**src/rtl/cdb_writeback_arbiter.sv**
```systemverilog
// Result writeback arbiter: one-entry holding buffer per functional unit, round-robin grant onto the CDB.
// Optional same-cycle idle bypass is compiled in when CDB_BYPASS_EN is defined.

package cdb_pkg;
  typedef struct packed {
    logic        valid;
    logic [4:0]  rob_tag;
    logic [31:0] value;
  } ex_wr_packet_t;

  localparam int PKT_W = $bits(ex_wr_packet_t);
endpackage

module cdb_writeback_arbiter
  import cdb_pkg::*;
#(
  parameter int NUM_FU  = 3,
  parameter int RR_INIT = 0,
  localparam int SRC_W  = (NUM_FU > 1) ? $clog2(NUM_FU) : 1,
  localparam int CNT_W  = $clog2(NUM_FU + 1)
) (
  input  logic                    clock,
  input  logic                    reset,
  input  logic                    squash,
  input  logic [NUM_FU*PKT_W-1:0] fu_packet,
  output logic [NUM_FU-1:0]       fu_written,
  output logic [PKT_W-1:0]        cdb_packet,
  output logic [SRC_W-1:0]        cdb_src,
  output logic [CNT_W-1:0]        pending_count
);

  ex_wr_packet_t     in_pkt   [NUM_FU];
  ex_wr_packet_t     hold_pkt [NUM_FU];
  logic [NUM_FU-1:0] hold_valid;
  logic [NUM_FU-1:0] grant;
  logic [NUM_FU-1:0] bypass;
  logic [NUM_FU-1:0] capture;
  logic [SRC_W-1:0]  rr_ptr;
  logic [SRC_W-1:0]  sel_idx;

  always_comb begin : unpack
    for (int i = 0; i < NUM_FU; i++) begin
      in_pkt[i] = fu_packet[i*PKT_W +: PKT_W];
    end
  end

  // Round-robin search from rr_ptr; the buffers win, and the idle bypass only looks at inputs
  // when every buffer is empty.
  always_comb begin : arbitrate
    int   idx;
    logic hit;
    logic from_in;
    // NOTE: every variable gets a default before any branch, otherwise partial assignment infers latches.
    idx     = 0;
    hit     = 1'b0;
    from_in = 1'b0;
    sel_idx = '0;
    grant   = '0;
    bypass  = '0;
    for (int k = 0; k < NUM_FU; k++) begin
      idx = int'(rr_ptr) + k;
      if (idx >= NUM_FU) idx = idx - NUM_FU;
      if (!hit && hold_valid[idx]) begin
        hit     = 1'b1;
        sel_idx = idx[SRC_W-1:0];
      end
    end
`ifdef CDB_BYPASS_EN
    if (hold_valid == '0) begin
      for (int k = 0; k < NUM_FU; k++) begin
        idx = int'(rr_ptr) + k;
        if (idx >= NUM_FU) idx = idx - NUM_FU;
        if (!hit && in_pkt[idx].valid) begin
          hit     = 1'b1;
          from_in = 1'b1;
          sel_idx = idx[SRC_W-1:0];
        end
      end
    end
`endif
    if (squash) hit = 1'b0;
    if (hit) begin
      if (from_in) bypass[sel_idx] = 1'b1;
      else         grant[sel_idx]  = 1'b1;
    end
  end

  always_comb begin : drive_outputs
    cdb_packet    = '0;
    cdb_src       = '0;
    pending_count = '0;
    if (|grant) begin
      cdb_packet = hold_pkt[sel_idx];
      cdb_src    = sel_idx;
    end else if (|bypass) begin
      cdb_packet = in_pkt[sel_idx];
      cdb_src    = sel_idx;
    end
    for (int i = 0; i < NUM_FU; i++) begin
      pending_count = pending_count + CNT_W'(hold_valid[i]);
    end
  end

  // Acknowledge depends only on registered state and squash, never on the presented packet.
  assign fu_written = ~hold_valid | grant | {NUM_FU{squash}};

  always_comb begin : capture_enable
    for (int i = 0; i < NUM_FU; i++) begin
      capture[i] = in_pkt[i].valid & fu_written[i] & ~bypass[i] & ~squash;
    end
  end

  // NOTE: sequential state uses non-blocking assignments so every register samples pre-edge values.
  always_ff @(posedge clock or posedge reset) begin
    if (reset) begin
      hold_valid <= '0;
      rr_ptr     <= SRC_W'(RR_INIT);
    end else if (squash) begin
      hold_valid <= '0;
    end else begin
      for (int i = 0; i < NUM_FU; i++) begin
        if (capture[i])    hold_valid[i] <= 1'b1;
        else if (grant[i]) hold_valid[i] <= 1'b0;
      end
      if (|grant || |bypass) begin
        if (sel_idx == SRC_W'(NUM_FU - 1)) rr_ptr <= '0;
        else                               rr_ptr <= sel_idx + 1'b1;
      end
    end
  end

  // NOTE: payload storage is not reset; it is only observed while its valid bit is set.
  always_ff @(posedge clock) begin
    for (int i = 0; i < NUM_FU; i++) begin
      if (capture[i]) hold_pkt[i] <= in_pkt[i];
    end
  end

endmodule

```
**config.mk**
```make
export PLATFORM = sky130hd
export DESIGN_NAME = cdb_writeback_arbiter
export DESIGN_NICKNAME = d
export VERILOG_FILES = /design/src/rtl/cdb_writeback_arbiter.sv
export SDC_FILE = /design/constraint.sdc
export NUM_CORES = 1
export LEC_CHECK = 0
export CAP_MARGIN = 20
export CORE_ASPECT_RATIO = 0.8
export CORE_MARGIN = 2
export CORE_UTILIZATION = 35
export CTS_BUF_LIST = sky130_fd_sc_hd__clkbuf_8
export DETAILED_ROUTE_END_ITERATION = 10
export GPL_ROUTABILITY_DRIVEN = 0
export SLEW_MARGIN = 10
export SYNTH_ARGS = -nofsm -noshare
export SYNTH_HDL_FRONTEND = slang
export SYNTH_SLANG_ARGS = --single-unit
export TNS_END_PERCENT = 1
```
**constraint.sdc**
```tcl
create_clock -name clock -period 4.2 [get_ports clock]
set_clock_uncertainty 0.2 [all_clocks]
set_input_delay 0.84 -clock clock [delete_from_list [all_inputs] [get_ports clock]]
set_output_delay 0.84 -clock clock [all_outputs]
set_load 0.005 [all_outputs]
```
Figure 1. The metal 3 layer (run 1).
The bar under the picture is 50 um long.
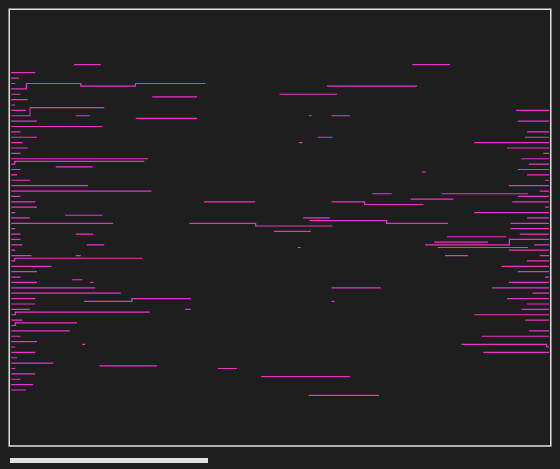
share of all routed wire	9.3%
nets with wire on the layer	126
main direction	horizontal
via count: 3899
WL final: 14.76 mm
met3 Usage GRT: 5.853%

Figure 2. Placement by cell class (run 1).
Fill, decap, tap and diode cells in grey.
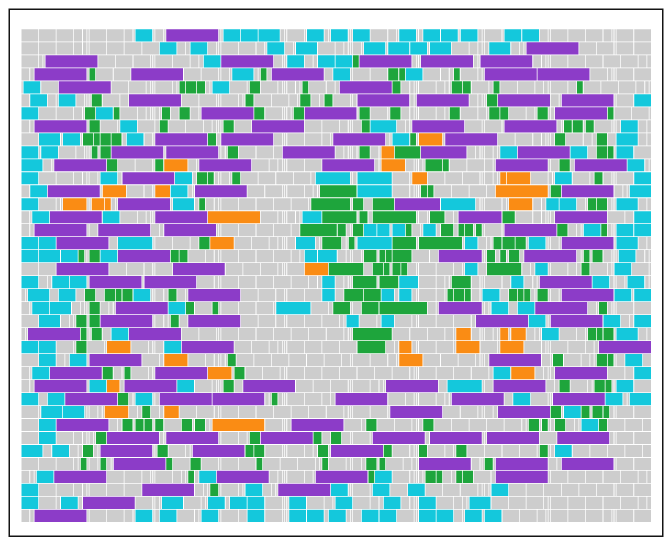
colour	class	cells
orange	clock drivers and dummy loads	32
purple	sequential cells	119
cyan	remaining buffers and delay cells	190
green	combinational and other logic	212
sequential cell area share: 46.84%
CORE AREA: 13650 um^2
post-route cell area: 7581 um^2
std cell rows: 38

Figure 3. Clock wiring as the flow saved it (run 1).
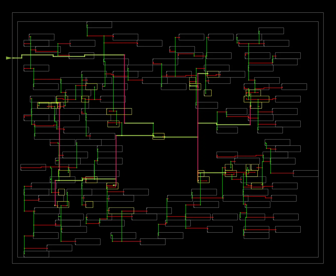
clk latency late pin: 0.43 ns
Clock Power: 1.08 mW

==> out/metrics.yaml, run 1 <==
worst_setup_path:
  crit_path_max_fanout: 15
  cp-start-kind: "flip-flop"
  slowest_delay_ns: 0.54
  cp.depth: 10
  critical_path.slowest_cell: "clkdlybuf4s50_1"
  startpoint: "rr_ptr[0]$_DFFE_PP0P_"
  cp.buffers_inverters: 4
placed_design:
  place_ws_ns: 0.09761
  placed_cells: 688
layout:
  largest_reg_flops: 114
timing:
  layout_min_cycle_time_ns: 4.095
logic_synthesis:
  synthTopCellsByArea: "edfxtp_1 (70%), a31oi_1 (5.0%), nand4_1 (4.8%)"
  simple_gate_share_pct: 10.45
  syn_area_um2: 4920
  aoi_share_pct: 11.72
  largest_area_cell: "edfxtp_1"
  yosysMostFrequentCell: "edfxtp_1"
pwr:
  p_sw_mw: 1.564
  power.share.sequential_pct: 32.3
outcome:
  status: "completed"
route:
  drt-initial-drc-count: 283
  routed-wl-met2_mm: 6.651
global_routing:
  use_met2_pct: 31.75
==> run 1: worst reg2reg max path, stage by stage, from the launching register on <==
cell     delay, ns
dfrtp_2       0.43
inv_1         0.12
ha_4          0.24
buf_4         0.14
nand2_1       0.14
nor3_2        0.09
o22a_2        0.23
buf_6         0.19
o31ai_1       0.35
and3_2        0.60
buf_12        0.26
==> run 1: cell type report <==
| type | instances | area [um^2] | share of cell area, % |
|---|---|---|---|
| Inverter | 8 | 30.03 | 0.3961 |
| Clock inverter | 15 | 176.4 | 2.327 |
| Timing Repair Buffer | 190 | 2014 | 26.57 |
| Multi-Input combinational cell | 204 | 1350 | 17.81 |
| Tap cell | 180 | 225.2 | 2.971 |
| Sequential cell | 119 | 3551 | 46.84 |
| Clock buffer | 17 | 234.0 | 3.086 |
==> inputs of run 2 (changes only) <==
Settings changed: PLACE_DENSITY set to 0.66.
Clock period 4.2 ns to 3.4 ns, I/O delays scaled along.
Figure 4. Clock wiring as the flow saved it (run 2).
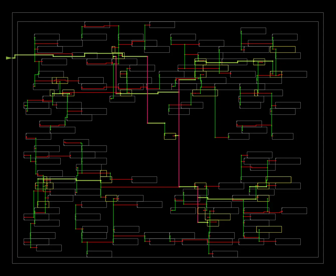
Sink Count: 119
Clock Power: 1.51 mW
# clk buffers: 17
flip-flops: 119

Figure 5. Wiring heat map (run 2).
The bar under the picture is 50 um long. The die is cut into 27 by 22 equal tiles; dark blue is low, red is high, scaled to the fullest tile. Values are wire area over tile area, all layers added.
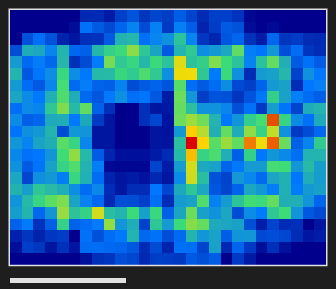
tiles over half the peak	9.6%
densest ninth of the die	right middle
nearly empty tiles	9.6%
fullest tile	0.61
mean over tiles	0.16
Routed WL per cell: 19.52 um
WL final: 14.66 mm
Global Route Usage Sum: 20.16%

==> out/metrics.yaml, run 2 <==
pwr:
  power.share.sequential_pct: 29.3  # -3.0 points
  comb_power_mw: 2.87
  p_int_mw: 4.157
  p_sw_mw: 2.041  # +30%
worst_setup_path:
  required_ns: 2.52
  critical_path.slowest_cell: "or4_4"
  crit_path_max_fanout: 20  # +5
  crit_family: "simple AND/OR/NAND/NOR gates"
  cp.buffers_inverters: 2  # -2
  cp.depth: 8  # -2
  startpoint: "rr_ptr[1]$_DFFE_PP0P_"
  slowest_delay_ns: 0.48  # -0.06 ns
  cp-start-kind: "flip-flop"
  crit_path_end_kind: "output pin"
route:
  drt-initial-drc-count: 172  # -39%
  vias: 3936  # +0.95%
  wirelength_met1_mm: 6.503
  routed-wl-met2_mm: 6.655  # about the same
timing:
  fin_tns_setup_ns: -3.971
  layout_min_cycle_time_ns: 3.586
  setup_ws_ns: -0.1855
  setup_viol: 40
outcome:
  status: "finished, violations left"
  violations: "setup timing"
layout:
  largest_reg_flops: 114  # unchanged
logic_synthesis:
  largest_area_cell: "edfxtp_1"
  yosysMostFrequentCell: "edfxtp_1"
  syn_area_um2: 4920  # unchanged
  syn_inst: 359
  ys_warn_count: 0
placed_design:
  placed_cells: 697  # +1.3%
  place_ws_ns: -0.08245  # -0.1801 ns
die:
  core_area_um2: 13650  # unchanged
  row_count: 38  # unchanged
clock_tree:
  clkLatencyLatePin_ns: 0.43  # about the same
  root_buffer: "clkbuf_8"
  cts_tree: "yes"
run 2: routing by layer:
metal	track usage, %	vias up
met4	5.952	0
met3	6.630	21
met5	0	-
li1	-	1812
met1	27.16	1916
met2	31.25	187
run 2: kinds of logic after synthesis:
kind of cell	share of synthesized area, %
AOI/OAI and AO/OA	11.72
adders and majority gates	1.424
buffers and inverters	3.408
DFF	72.13
muxes	0.8647
and+or+nand+nor	10.45
run 2: what timing repair did:
item                       4_1_cts  5_1_grt
hold endpoints to repair         0        0
setup endpoints to repair       43       81
cloned                           4        0
gates resized                  137       22
pin swaps                       35       20
buffers inserted                16        2
run 2: area by class of cell:
cell class,instances,area (um^2)
clock inverter,15,232.7
multi-input combinational,202,1399
timing repair buffer,210,2151
fill,1060,5824
clock buffer,17,234.0
inverter,8,30.03
tap,180,225.2
sequential,119,3550
No activity file was given, so power comes from the tool's default toggle rates.
